**src/rtl/unified_cache_arbiter.sv**
```systemverilog
// unified_cache_arbiter: two-requester front end for the unified cache.
// Arbitrates an instruction-fetch port (read-only) and a data port (read/write),
// registers the winner's request onto the cache macc/rd/addr/din handshake,
// returns data with a one-cycle ack, and aborts accesses that never complete.
//
// Ports:
//   clock, reset              rising-edge clock, async active-low reset
//   i_req/i_addr              fetch request (level) and address
//   i_ack/i_dout              fetch done pulse and fetch data
//   d_req/d_rd/d_addr/d_din   data request, direction (1=read), address, write data
//   d_ack/d_dout              data done pulse and read data
//   err                       pulses with ack when the access timed out
//   busy                      high whenever the arbiter is not idle
//   c_macc/c_rd/c_addr/c_din  cache access strobe, direction, address, write data
//   c_dout/c_complete         cache read data and completion
//
// Optional feature: define ARB_ROUND_ROBIN_EN to alternate grants on ties
// (otherwise the data port always wins a tie).
module unified_cache_arbiter #(
    parameter int unsigned AW         = 16,
    parameter int unsigned DW         = 16,
    parameter int unsigned TMO_CYCLES = 64
) (
    input  logic          clock,
    input  logic          reset,
    input  logic          i_req,
    input  logic [AW-1:0] i_addr,
    output logic          i_ack,
    output logic [DW-1:0] i_dout,
    input  logic          d_req,
    input  logic          d_rd,
    input  logic [AW-1:0] d_addr,
    input  logic [DW-1:0] d_din,
    output logic          d_ack,
    output logic [DW-1:0] d_dout,
    output logic          err,
    output logic          busy,
    output logic          c_macc,
    output logic          c_rd,
    output logic [AW-1:0] c_addr,
    output logic [DW-1:0] c_din,
    input  logic [DW-1:0] c_dout,
    input  logic          c_complete
);

    localparam int unsigned TW = 8;
    localparam logic [TW-1:0] TMO_LAST = TW'(TMO_CYCLES - 1);

    typedef enum logic [1:0] {
        S_IDLE  = 2'd0,
        S_ISSUE = 2'd1,
        S_RESP  = 2'd2
    } state_t;

    state_t        state_q, state_d;
    logic          c_macc_q, c_macc_d;
    logic          c_rd_q, c_rd_d;
    logic [AW-1:0] c_addr_q, c_addr_d;
    logic [DW-1:0] c_din_q, c_din_d;
    logic          i_ack_q, i_ack_d;
    logic          d_ack_q, d_ack_d;
    logic          err_q, err_d;
    logic [DW-1:0] i_dout_q, i_dout_d;
    logic [DW-1:0] d_dout_q, d_dout_d;
    logic          busy_q, busy_d;
    logic [TW-1:0] timer_q, timer_d;
    // Port owning the current access (1 = data port); also serves as the
    // last-grant record for round-robin tie breaking.
    logic          owner_q, owner_d;
    logic          pick_d;

    // Tie-break between simultaneous requests.
    always_comb begin
`ifdef ARB_ROUND_ROBIN_EN
        pick_d = d_req && (!i_req || !owner_q);
`else
        pick_d = d_req;
`endif
    end

    // Next-state and registered-output logic.
    always_comb begin
        state_d  = state_q;
        c_macc_d = c_macc_q;
        c_rd_d   = c_rd_q;
        c_addr_d = c_addr_q;
        c_din_d  = c_din_q;
        i_dout_d = i_dout_q;
        d_dout_d = d_dout_q;
        timer_d  = timer_q;
        owner_d  = owner_q;
        i_ack_d  = 1'b0;
        d_ack_d  = 1'b0;
        err_d    = 1'b0;

        case (state_q)
            S_IDLE: begin
                if (i_req || d_req) begin
                    owner_d  = pick_d;
                    c_macc_d = 1'b1;
                    timer_d  = '0;
                    state_d  = S_ISSUE;
                    if (pick_d) begin
                        c_addr_d = d_addr;
                        c_din_d  = d_din;
                        c_rd_d   = d_rd;
                    end else begin
                        c_addr_d = i_addr;
                        c_rd_d   = 1'b1;
                    end
                end
            end
            S_ISSUE: begin
                if (c_complete) begin
                    // Completion beats a simultaneous timeout.
                    if (c_rd_q) begin
                        if (owner_q) d_dout_d = c_dout;
                        else         i_dout_d = c_dout;
                    end
                    c_macc_d = 1'b0;
                    i_ack_d  = !owner_q;
                    d_ack_d  = owner_q;
                    state_d  = S_RESP;
                end else if (timer_q == TMO_LAST) begin
                    c_macc_d = 1'b0;
                    i_ack_d  = !owner_q;
                    d_ack_d  = owner_q;
                    err_d    = 1'b1;
                    state_d  = S_RESP;
                end else begin
                    timer_d = timer_q + TW'(1);
                end
            end
            S_RESP: begin
                // One-cycle macc-low gap; requests ignored here.
                state_d = S_IDLE;
            end
            default: begin
                state_d  = S_IDLE;
                c_macc_d = 1'b0;
            end
        endcase

        busy_d = (state_d != S_IDLE);
    end

    // State and output registers.
    always_ff @(posedge clock or negedge reset) begin
        if (!reset) begin
            state_q  <= S_IDLE;
            c_macc_q <= 1'b0;
            c_rd_q   <= 1'b1;
            c_addr_q <= '0;
            c_din_q  <= '0;
            i_ack_q  <= 1'b0;
            d_ack_q  <= 1'b0;
            err_q    <= 1'b0;
            i_dout_q <= '0;
            d_dout_q <= '0;
            busy_q   <= 1'b0;
            timer_q  <= '0;
            owner_q  <= 1'b1;
        end else begin
            state_q  <= state_d;
            c_macc_q <= c_macc_d;
            c_rd_q   <= c_rd_d;
            c_addr_q <= c_addr_d;
            c_din_q  <= c_din_d;
            i_ack_q  <= i_ack_d;
            d_ack_q  <= d_ack_d;
            err_q    <= err_d;
            i_dout_q <= i_dout_d;
            d_dout_q <= d_dout_d;
            busy_q   <= busy_d;
            timer_q  <= timer_d;
            owner_q  <= owner_d;
        end
    end

    assign c_macc = c_macc_q;
    assign c_rd   = c_rd_q;
    assign c_addr = c_addr_q;
    assign c_din  = c_din_q;
    assign i_ack  = i_ack_q;
    assign d_ack  = d_ack_q;
    assign err    = err_q;
    assign i_dout = i_dout_q;
    assign d_dout = d_dout_q;
    assign busy   = busy_q;

endmodule

```
**config.mk**
```make
export PLATFORM = sky130hd
export DESIGN_NAME = unified_cache_arbiter
export DESIGN_NICKNAME = d
export VERILOG_FILES = /design/src/rtl/unified_cache_arbiter.sv
export SDC_FILE = /design/constraint.sdc
export NUM_CORES = 1
export LEC_CHECK = 0
export CORE_ASPECT_RATIO = 0.9
export CORE_MARGIN = 2
export CORE_UTILIZATION = 30
export CTS_BUF_LIST = sky130_fd_sc_hd__clkbuf_4 sky130_fd_sc_hd__clkbuf_8 sky130_fd_sc_hd__clkbuf_16
export DETAILED_ROUTE_END_ITERATION = 8
export GPL_TIMING_DRIVEN = 0
export PLACE_DENSITY = 0.66
export SYNTH_ARGS = -nofsm -noshare
export SYNTH_HDL_FRONTEND = slang
export SYNTH_SLANG_ARGS = --single-unit
```
**constraint.sdc**
```tcl
create_clock -name clock -period 2.15 [get_ports clock]
set_clock_uncertainty 0.05 [all_clocks]
set_input_delay 0.215 -clock clock [delete_from_list [all_inputs] [get_ports clock]]
set_output_delay 0.215 -clock clock [all_outputs]
set_load 0.1 [all_outputs]
```
==> images/cell_density.png <==
12 x 10 tiles, from white (low) to dark blue (high), 0 to 100% covered.
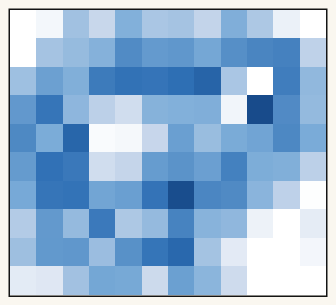
fullest tile: 89%
tiles over 75% full: 4.2%
mean over tiles: 43%

==> images/placement.png <==
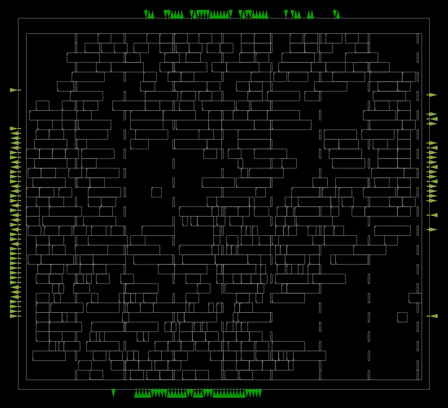
cell row count: 36
# Taps: 152
seq_cells: 81

==> images/placement_by_type.png <==
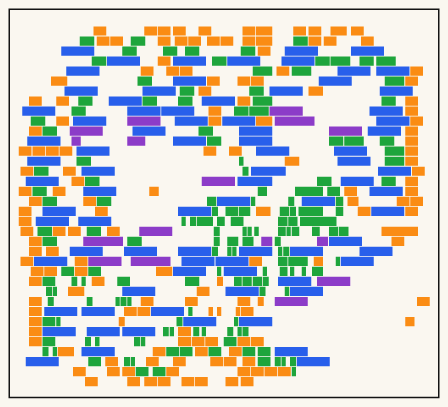
[remaining buffers and delay cells] orange | cells: 152
[combinational and other logic] green | cells: 155
[clock drivers and dummy loads] purple | cells: 16
[sequential cells] blue | cells: 81

==> images/layer_met3.png <==
The bar under the picture is 20 um long.
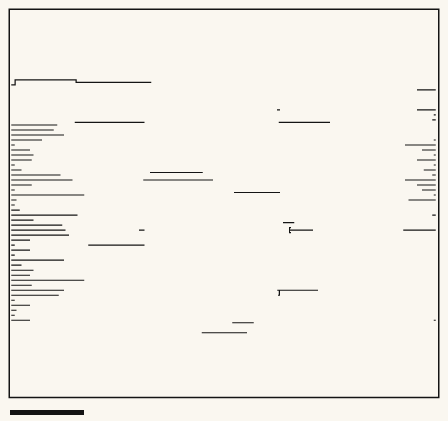
nets with wire on the layer: 66
main direction: horizontal
longest straight run: 20.2 um
share of all routed wire: 6.3%
wire length on this layer: 531 um

==> images/flops_by_reg.png <==
The bar under the picture is 20 um long. Other sequential cells in the stronger grey, the rest of the logic in the fainter grey.
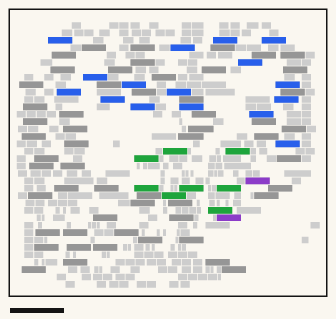
[i_dout] blue | sequential cells: 16
[state_q] purple | sequential cells: 2
[timer_q] green | sequential cells: 8
Seq/total area: 0.377
Util after Layout: 0.492
Reg area: 0.00203 mm2

-- timing repair --
action | CTS | global route
endpoints found under the hold margin | 23 | 0
setup buffers | 0 | 0
gates resized | 1 | 8
setup endpoints to repair | 1 | 8
pin swaps | 0 | 0
hold buffers | 1 | 0
-- per-layer routing --
metal	share of wire	vias to the layer above
met1	0.44	1228
met3	0.063	10
li1	-	1176
met5	0	-
met4	0.013	0
met2	0.49	81
-- sequential cells by signal, indices dropped and copies added (netlist names) --
name     flops
busy         1
c_addr      16
c_din       16
c_macc       1
c_rd         1
d_ack        1
d_dout      16
err          1
i_ack        1
i_dout      16
owner_q      1
state_q      2
timer_q      8
-- cell usage in the layout (no fill, tap or decap), types with 6 or more instances in the layout --
cell | Yosys | final
mux2_2 | 22 | 22
clkdlybuf4s50_1 | 0 | 129
mux2_1 | 16 | 16
dfrtp_1 | 79 | 79
nor2_1 | 6 | 6
dlymetal6s2s_1 | 0 | 8
clkbuf_16 | 0 | 9
mux2_4 | 10 | 10
nand2_1 | 23 | 23
o21ai_0 | 17 | 17
mux2i_1 | 16 | 16
-- how the worst max path moves through the flow --
| stage | startpoint | end | slack (ns) | cells after the start |
|---|---|---|---|---|
| CTS | d_dout[7] | d_dout[7] | 0.01 | 1 |
| global route | i_dout[10] | i_dout[10] | 0.004 | 1 |
| finish | c_macc | c_macc | 0.04 | 1 |
| global placement | reset | c_din[10] | -2.18 | 1 |
| floorplan | c_rd | i_dout[10] | 0.26 | 4 |
| detailed placement | d_req | c_din[15] | -0.02 | 6 |
-- worst register-to-register path, cell delays in order, from the launching register on --
cell,delay [ns]
dfrtp_1,0.42
nor2b_2,0.16
buf_4,0.17
nand3_2,0.10
nor2_4,0.24
buf_6,0.21
mux2_1,0.35
-- area by class of cell --
cell class	count	share of cell area
Timing Repair Buffer	141	0.268
Sequential cell	81	0.377
Multi-Input combinational cell	152	0.238
Buffer	11	0.0139
Tap cell	152	0.0353
Clock buffer	10	0.0443
Inverter	3	0.00209
Clock inverter	6	0.0214
-- through the flow --
stage / hold WS [ns] / TNS (ns) / cells / setup WS (ns)
3_5_place_dp: 0.103 / -0.0664 / 539 / -0.0209
5_1_grt: 0.322 / 0 / 556 / 0.00395
4_1_cts: 0.289 / 0 / 556 / 0.0120
2_1_floorplan: -0.131 / 0 / 247 / 0.261
3_3_place_gp: 0.412 / -174.28 / 538 / -2.18
6_report: 0.290 / 0 / 556 / 0.0390
-- logic make-up after synthesis --
group	synth area share
compound gates	0.0685
fa+ha+maj	0.00368
buf+inv	0.0254
flops	0.597
mux	0.217
simple gates	0.0883
==> results.yml <==
# flow metrics
placed_design:
  dp_hpwl_mm: 6.11
  gp_congestion: 0.748
  postPlaceCellArea_mm2: 0.00501
cts:
  numCtsBuffers: 9
  clk_pin_slew_ns: 0.06
  cts.root.buffer_cell: "clkbuf_16"
  cts_num_sinks: 81
  cts_tree: "built"
  clock_path_buffers: 2
layout:
  stdcell_area_mm2: 0.00539
  nets: 470
route:
  wirelength_mm: 8.37
  first_iter_violations: 73
  ant_nets: 0
  first_pass_iters: 4
synthesis:
  top_area_cell: "dfrtp_1"
  ys_cells: 247
  yosysWarningCount: 0
  ys_area_mm2: 0.00340
  syn-instance-count: 247
  ff_type: "dfrtp_1"
final_timing:
  period_minus_slack_ns: 2.11
  hold_viol_final: 0
  setup_viol: 0
  finalCritPeriodShare: 0.982
  rsz0062_at_grt: "no"
  relSlewSlack: 0.326
  tightest_slew_ns: 1.01
run_status:
  status: "complete, no violations"
grt:
  grt.overflow.total: 0
  antenna_found_initial: 0
  busiest_layer: "met2"
  grtUsageTotal: 0.145
critical_path:
  crit_path_max_fanout: 2
  crit_family: "buffers and inverters"
  cp_data_required_time_ns: 1.88
  crit_type: "register to output port"
  crit_slowest_cell: "clkdlybuf4s50_1"
floorplan:
  die_h_um: 105
  boundaryPins: 140
run:
  drv_cap: 0
